Run 1, the clock network:
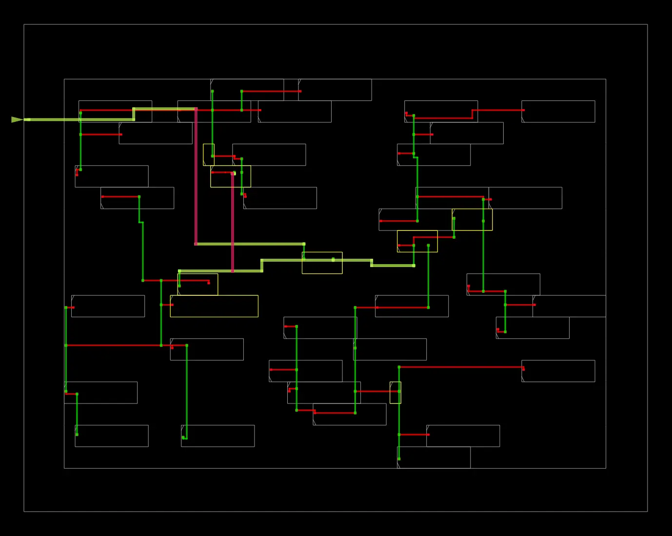
Run 1, signal metal coverage by tile:
Scale: 4 px per µm. 16 x 12 tiles, from dark purple (low) to yellow (high), scaled to the fullest tile. Values are wire area over tile area, all layers added.
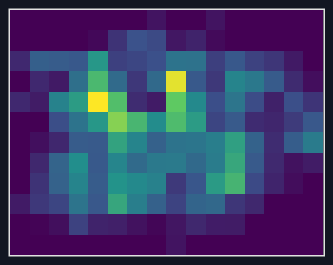
Run 1, placed cells, one colour a class:
Scale: 8 px per µm.
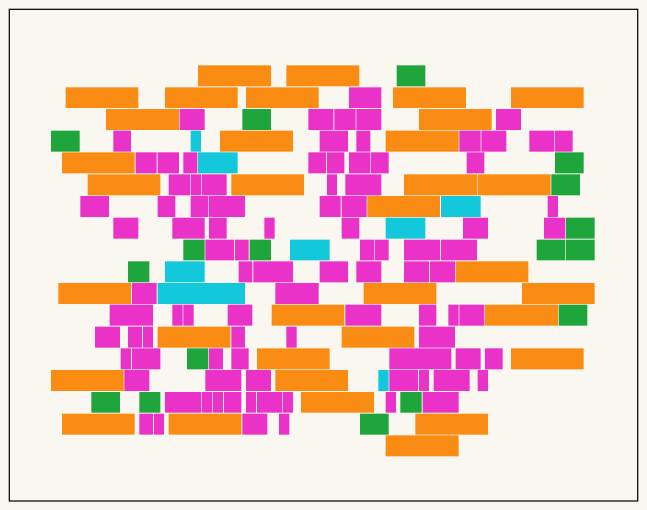
<file path="src/rtl/qe_input_filter_if.sv">
// Pin-side bundle for the quadrature input conditioner.
//   en, a_raw, b_raw, err_ack : driven by the master (pins / control)
//   i_out, q_out              : filtered A/B levels toward the counter
//   up, dn, err               : single-clock step / illegal-transition pulses
//   err_sticky                : latched err, cleared by err_ack
interface qe_input_filter_if;
  logic en;
  logic a_raw;
  logic b_raw;
  logic err_ack;
  logic i_out;
  logic q_out;
  logic up;
  logic dn;
  logic err;
  logic err_sticky;

  modport master (
    output en, a_raw, b_raw, err_ack,
    input  i_out, q_out, up, dn, err, err_sticky
  );

  modport slave (
    input  en, a_raw, b_raw, err_ack,
    output i_out, q_out, up, dn, err, err_sticky
  );
endinterface

</file>
<file path="src/rtl/qe_input_filter.sv">
// Quadrature encoder pin conditioner.
// Synchronises raw A/B pins, rejects glitches with a per-channel stability
// filter advanced by a prescaled sample strobe, and decodes up/dn step pulses
// plus an err pulse for simultaneous changes on both filtered channels.
//   clk  : system clock, rising edge
//   clr  : asynchronous active-high reset of every register
//   bus  : qe_input_filter_if.slave (en, a_raw, b_raw, err_ack in;
//          i_out, q_out, up, dn, err, err_sticky out)
module qe_input_filter #(
  parameter int unsigned DIV      = 1,
  parameter int unsigned FILT_LEN = 4
) (
  input  logic               clk,
  input  logic               clr,
  qe_input_filter_if.slave   bus
);

  typedef enum logic {S_SETTLE, S_RUN} state_t;

  localparam logic [7:0] PRE_MAX  = 8'(DIV - 1);
  localparam logic [3:0] FILT_MAX = 4'(FILT_LEN - 1);
  localparam logic [4:0] SETTLE_N = 5'(FILT_LEN + 2);

  // Bit 1 carries channel A (i), bit 0 carries channel B (q).
  logic [1:0] sync1, sync2, filt, prev;
  logic [3:0] fcnt [2];
  logic [7:0] pre_cnt;
  logic       strobe;
  logic [4:0] settle_cnt;
  state_t     state, state_nx;
  logic       up_q, dn_q, err_q, sticky_q;
  logic       up_nx, dn_nx, err_nx;

  // Synchroniser runs regardless of en.
  always_ff @(posedge clk or posedge clr) begin
    if (clr) begin
      sync1 <= '0;
      sync2 <= '0;
    end else begin
      sync1 <= {bus.a_raw, bus.b_raw};
      sync2 <= sync1;
    end
  end

  assign strobe = bus.en && (pre_cnt == PRE_MAX);

  always_ff @(posedge clk or posedge clr) begin
    if (clr) begin
      pre_cnt <= '0;
    end else if (bus.en) begin
      pre_cnt <= (pre_cnt == PRE_MAX) ? '0 : pre_cnt + 8'd1;
    end
  end

  always_ff @(posedge clk or posedge clr) begin
    if (clr) begin
      filt <= '0;
      for (int unsigned c = 0; c < 2; c++) fcnt[c] <= '0;
    end else if (strobe) begin
      for (int unsigned c = 0; c < 2; c++) begin
        if (sync2[c] == filt[c]) begin
          fcnt[c] <= '0;
        end else if (fcnt[c] == FILT_MAX) begin
          filt[c] <= sync2[c];
          fcnt[c] <= '0;
        end else begin
          fcnt[c] <= fcnt[c] + 4'd1;
        end
      end
    end
  end

  // Settle tracking: the RUN transition lands one clock after the last
  // settling strobe, so the decode of a level accepted on that strobe
  // (pins already non-idle at release) is still suppressed.
  always_ff @(posedge clk or posedge clr) begin
    if (clr) begin
      state      <= S_SETTLE;
      settle_cnt <= '0;
    end else begin
      state <= state_nx;
      if (state == S_SETTLE && strobe && settle_cnt != SETTLE_N)
        settle_cnt <= settle_cnt + 5'd1;
    end
  end

  always_comb begin
    state_nx = state;
    if (state == S_SETTLE && settle_cnt == SETTLE_N)
      state_nx = S_RUN;
  end

  // Gray-code step decode of {i,q}: prev -> filt.
  always_comb begin
    up_nx  = 1'b0;
    dn_nx  = 1'b0;
    err_nx = 1'b0;
    if (state == S_RUN) begin
      case ({prev, filt})
        4'b0010, 4'b1011, 4'b1101, 4'b0100: up_nx  = 1'b1;
        4'b0001, 4'b0111, 4'b1110, 4'b1000: dn_nx  = 1'b1;
        4'b0011, 4'b1100, 4'b0110, 4'b1001: err_nx = 1'b1;
        default: ;
      endcase
    end
  end

  always_ff @(posedge clk or posedge clr) begin
    if (clr) begin
      prev     <= '0;
      up_q     <= 1'b0;
      dn_q     <= 1'b0;
      err_q    <= 1'b0;
      sticky_q <= 1'b0;
    end else begin
      prev  <= filt;
      up_q  <= up_nx;
      dn_q  <= dn_nx;
      err_q <= err_nx;
      if (err_q)
        sticky_q <= 1'b1;
      else if (bus.err_ack)
        sticky_q <= 1'b0;
    end
  end

  assign bus.i_out      = filt[1];
  assign bus.q_out      = filt[0];
  assign bus.up         = up_q;
  assign bus.dn         = dn_q;
  assign bus.err        = err_q;
  assign bus.err_sticky = sticky_q;

endmodule

</file>
<file path="src/flat_wrapper.sv">
// flat-port wrapper written by rule: the top's interface ports become plain ports
module qe_input_filter_flat 
#(
  parameter int unsigned DIV      = 1,
  parameter int unsigned FILT_LEN = 4
)
  (clk, clr, bus_en, bus_a_raw, bus_b_raw, bus_err_ack, bus_i_out, bus_q_out, bus_up, bus_dn, bus_err, bus_err_sticky);
  qe_input_filter_if bus_i ();
  input  logic clk;
  input  logic clr;
  input wire logic [$bits(bus_i.en)-1:0] bus_en;
  input wire logic [$bits(bus_i.a_raw)-1:0] bus_a_raw;
  input wire logic [$bits(bus_i.b_raw)-1:0] bus_b_raw;
  input wire logic [$bits(bus_i.err_ack)-1:0] bus_err_ack;
  output wire logic [$bits(bus_i.i_out)-1:0] bus_i_out;
  output wire logic [$bits(bus_i.q_out)-1:0] bus_q_out;
  output wire logic [$bits(bus_i.up)-1:0] bus_up;
  output wire logic [$bits(bus_i.dn)-1:0] bus_dn;
  output wire logic [$bits(bus_i.err)-1:0] bus_err;
  output wire logic [$bits(bus_i.err_sticky)-1:0] bus_err_sticky;
  assign bus_i.en = bus_en;
  assign bus_i.a_raw = bus_a_raw;
  assign bus_i.b_raw = bus_b_raw;
  assign bus_i.err_ack = bus_err_ack;
  assign bus_i_out = bus_i.i_out;
  assign bus_q_out = bus_i.q_out;
  assign bus_up = bus_i.up;
  assign bus_dn = bus_i.dn;
  assign bus_err = bus_i.err;
  assign bus_err_sticky = bus_i.err_sticky;
  qe_input_filter #(.DIV(DIV), .FILT_LEN(FILT_LEN)) u_core (.clk(clk), .clr(clr), .bus(bus_i));
endmodule
</file>
<file path="config.mk">
export PLATFORM = sky130hd
export DESIGN_NAME = qe_input_filter_flat
export DESIGN_NICKNAME = d
export VERILOG_FILES = /design/src/rtl/qe_input_filter_if.sv /design/src/rtl/qe_input_filter.sv /design/src/flat_wrapper.sv
export SDC_FILE = /design/constraint.sdc
export NUM_CORES = 1
export LEC_CHECK = 0
export CAP_MARGIN = 20
export CELL_PAD_IN_SITES_DETAIL_PLACEMENT = 0
export CELL_PAD_IN_SITES_GLOBAL_PLACEMENT = 1
export CORE_ASPECT_RATIO = 0.75
export CORE_MARGIN = 5
export CORE_UTILIZATION = 46
export DETAILED_ROUTE_END_ITERATION = 6
export PLACE_DENSITY_LB_ADDON = 0.1
export SYNTH_ARGS = -nofsm -noshare
export SYNTH_HDL_FRONTEND = slang
export SYNTH_SLANG_ARGS = --single-unit
</file>
<file path="constraint.sdc">
create_clock -name clk -period 2.05 [get_ports clk]
set_input_delay 0.41 -clock clk [delete_from_list [all_inputs] [get_ports clk]]
set_output_delay 0.41 -clock clk [all_outputs]
set_load 0.01 [all_outputs]
</file>
==> flow_metrics.py, run 1 <==
# Generated from Yosys and OpenROAD reports
metrics = {
    "outcome": {
        "status": "completed",
    },
    "pwr": {
        "totalPowerFinal_mw": 2.314,
        "power.sequential.fraction_pct": 46.5,
        "clock_power_share_pct": 25.4,
        "intPower_mw": 1.551,
        "switching_power_mw": 0.7634,
    },
    "route": {
        "met1Wirelength_um": 1453,
        "wl_met2_um": 1369,
        "drt_first_pass_iters": 4,
        "antenna_left": 0,
        "met3WireLength_um": 85,
    },
    "sta": {
        "rsz_0062_raised_after_global_routing": "false",
        "setup_total_negative_slack_ns": 0,
        "timing.final.ws_setup_ns": 0.2249,
        "hold_viol": 0,
        "final_clock_period_utilization_by_the_worst_path_pct": 89.03,
        "clock-skew-final_ns": 0.007898,
    },
    "finish": {
        "area_growth_from_synthesis_to_layout_pct": 17.61,
        "final_cells": 194,
        "inverters_excl_clock": 6,
        "comb_area_share_pct": 37.53,
        "bufAreaShareNonClock_pct": 8.179,
        "antenna-diode-count": 0,
        "seq_share_pct": 44.85,
        "most-common-layout-cells": "sky130_fd_sc_hd__dfrtp_1 (34), sky130_fd_sc_hd__clkdlybuf4s50_1 (11), sky130_fd_sc_hd__xor2_1 (10)",
        "area_dominant_class": "flip-flops and latches",
        "logic_gate_count": 89,
        "reg.largest.list": "u_core.fcnt x8, u_core.pre_cnt x8, u_core.settle_cnt x5",
        "final_net_count": 165,
        "final_cell_area_mm2": 0.001897,
    },
    "global_route": {
        "antenna_violations_before_repair": 0,
        "grt_start_max_net_pins": 14,
        "grt_pass1_vias": 1091,
        "most_crowded_layer_gr": "met2",
        "grt_pass1_wl_um": 5347,
        "grt_usage_pct": 14.72,
    },
    "synthesis": {
        "synthDistinctLibCells": 32,
        "number_of_synthesized_register_bits": 34,
        "netlist_top_cells_area": "sky130_fd_sc_hd__dfrtp_1 (53%), sky130_fd_sc_hd__xor2_1 (5.4%), sky130_fd_sc_hd__ha_1 (4.7%)",
        "synth-xor-area-share_pct": 9.232,
        "yosys-mux-area-fraction_pct": 2.017,
        "post_synth_instance_area_mm2": 0.001613,
        "synth-compound-area-share_pct": 7.292,
        "syn_nets": 144,
        "largest_area_cell": "sky130_fd_sc_hd__dfrtp_1",
        "yosysWarningCount": 0,
        "postSynthCellCount": 132,
    },
    "critical_path": {
        "cp_max_fo": 9,
        "cp.depth": 5,
        "cp.arrival_ns": 2.03,
        "timing.critical_path.from": "u_core.pre_cnt[0]",
        "critPathRequiredTime_ns": 2.26,
        "startpoint_type": "flop",
        "crit_end": "u_core.settle_cnt[4]",
    },
    "die": {
        "count_of_inserted_tapcells": 40,
        "die_height_um": 61.28,
    },
    "min_path": {
        "hold_path.startpoint": "u_core.sync1[0]",
        "hold_end": "u_core.sync2[0]",
    },
    "place": {
        "pre_cts_slack_ns": -0.06172,
        "postPlaceCellArea_mm2": 0.001790,
        "placement.io_buffers": 11,
    },
    "clock_network": {
        "cts.clk_slew.worst_paths_ns": 0.07,
        "tritoncts": "done",
        "post_cts_resize_count": 0,
    },
}
Notes on 'the clock network' above:
power consumed by the clock network: 0.588 mW
clk latency late pin: 0.28 ns
Inserted Clock Buffers: 5
number of sequential cells: 34

Notes on 'signal metal coverage by tile' above:
emptiest ninth of the die = south-east
nearly empty tiles = 29%
densest ninth of the die = centre
fullest tile = 0.45
tiles over half the peak = 9.9%
mean over tiles = 0.094
Vias: 1025
Routed WL per cell: 15.14 µm

Notes on 'placed cells, one colour a class' above:
green -> other buffers and delay cells  # cells 17, share of their area 8.4%
magenta -> combinational and other logic  # cells 95, share of their area 40%
orange -> flops  # cells 34, share of their area 46%
cyan -> clock drivers and dummy loads  # cells 8, share of their area 5.8%
Site Rows: 18
Placeable Area: 0.003333 mm²
Util after Layout: 56.91%

--- run 2 (diff from run 1) ---
==> constraint.sdc (replaced) <==
create_clock -name clk -period 2.05 [get_ports clk]
set_input_delay 0.205 -clock clk [delete_from_list [all_inputs] [get_ports clk]]
set_output_delay 0.205 -clock clk [all_outputs]
set_load 0.01 [all_outputs]
Run 2, signal metal coverage by tile:
Scale: 4 px per µm. 16 x 12 tiles, from dark purple (low) to yellow (high), scaled to the fullest tile. Values are wire area over tile area, all layers added.
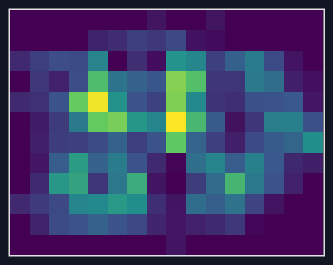
mean over tiles = 0.092
emptiest ninth of the die = north-east
densest ninth of the die = centre
tiles over half the peak = 10%
fullest tile = 0.44
Vias: 1019
GR Util All Layers: 14.16%
final wirelength: 2837 µm

Run 2, metal 2:
Scale: 4 px per µm.
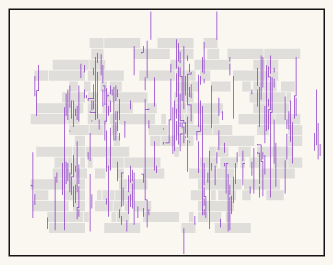
wire length on this layer = 1250 µm
main direction = vertical
share of all routed wire = 44%

Run 2, placed cells, one colour a class:
Scale: 8 px per µm.
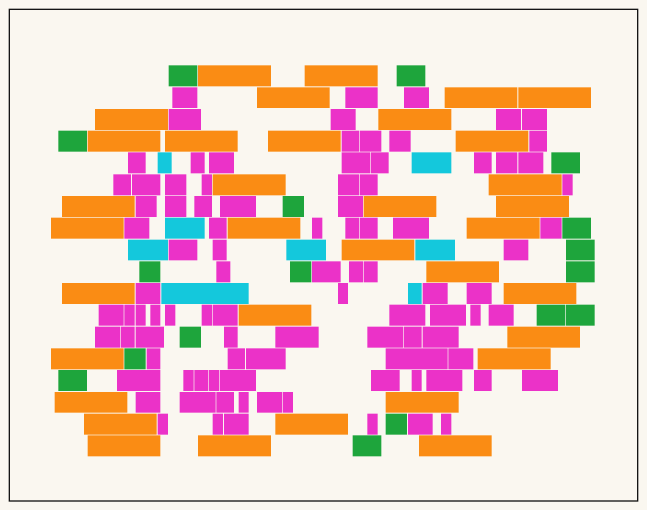
Util after Layout: 56.98%
final instance area: 0.001899 mm²
register fraction of the total cell area: 44.80%

==> run 2 against run 1 <==
Cell count unchanged. Die size unchanged. Final area increased by 0.13%. Synthesized area unchanged. Highest routed layer unchanged. Power increased by 0.25%. Largest cell class unchanged. Hold slack got worse by 0.14 ns. Register-to-register slack got worse by 0.04 ns.
==> flow_metrics.py, run 2 <==
# Generated from Yosys and OpenROAD reports
metrics = {
    "outcome": {
        "status": "completed",
    },
    "finish": {
        "logic_gate_count": 89,
        "comb_area_share_pct": 37.48,
        "antenna-diode-count": 0,
        "lay_top_count": "sky130_fd_sc_hd__dfrtp_1",
        "inverters_excl_clock": 6,
        "final_cells": 194,
        "final_net_count": 165,
        "area_growth_from_synthesis_to_layout_pct": 17.77,
        "bufAreaShareNonClock_pct": 8.169,
        "reg.largest.list": "u_core.fcnt x8, u_core.pre_cnt x8, u_core.settle_cnt x5",
        "area_dominant_class": "flip-flops and latches",
        "numSequentialCells": 34,
        "multiInputGateArea_um2": 711.9,
    },
    "route": {
        "antenna_left": 0,
        "drt_first_pass_iters": 4,
        "met1Wirelength_um": 1430,
        "detail_route.drc_violations": 0,
        "met3WireLength_um": 116,
        "route.detailed.wl_per_inst_um": 14.62,
        "wl_met2_um": 1254,
    },
    "synthesis": {
        "synthDistinctLibCells": 32,
        "postSynthCellCount": 132,
        "post_synth_instance_area_mm2": 0.001613,
        "yosysWarningCount": 0,
        "syn_nets": 144,
        "synth-xor-area-share_pct": 9.232,
        "synth-compound-area-share_pct": 7.292,
        "yosys-mux-area-fraction_pct": 2.017,
        "largest_area_cell": "sky130_fd_sc_hd__dfrtp_1",
        "number_of_synthesized_register_bits": 34,
        "netlist_top_cells_area": "sky130_fd_sc_hd__dfrtp_1 (53%), sky130_fd_sc_hd__xor2_1 (5.4%), sky130_fd_sc_hd__ha_1 (4.7%)",
    },
    "global_route": {
        "grt_pass1_vias": 1057,
        "grt_pass1_wl_um": 5126,
        "groute.layer.met2.usage_pct": 21.46,
        "met3_usage_pct": 4.386,
        "most_crowded_layer_gr": "met2",
    },
    "pwr": {
        "p_leak_nw": 0.8755,
        "intPower_mw": 1.544,
        "totalPowerFinal_mw": 2.320,
        "clock_power_share_pct": 25.9,
        "dominant_power_group": "registers",
        "power.sequential.fraction_pct": 46.4,
        "switching_power_mw": 0.7764,
    },
    "critical_path": {
        "startpoint_type": "flop",
        "timing.critical_path.from": "u_core.pre_cnt[0]",
        "cp.arrival_ns": 2.07,
        "crit_end": "u_core.settle_cnt[1]",
        "cp_max_fo": 9,
        "critPathRequiredTime_ns": 2.25,
        "cp.depth": 5,
    },
    "place": {
        "postPlaceCellArea_mm2": 0.001790,
        "placement.io_buffers": 11,
        "pre_cts_slack_ns": 0.1729,
    },
    "clock_network": {
        "post_cts_resize_count": 0,
        "cts.clk_slew.worst_paths_ns": 0.08,
        "cts_buffers": 5,
    },
    "sta": {
        "final_clock_period_utilization_by_the_worst_path_pct": 90.99,
        "setup_total_negative_slack_ns": 0,
        "hold_viol": 0,
        "timing.final.ws_setup_ns": 0.1848,
        "clock-skew-final_ns": 0.006733,
        "rsz_0062_raised_after_global_routing": "false",
    },
    "die": {
        "placement_rows": 18,
        "coreArea_mm2": 0.003333,
        "die_height_um": 61.28,
        "count_of_inserted_tapcells": 40,
    },
}
Power and IR drop assume default switching activity.
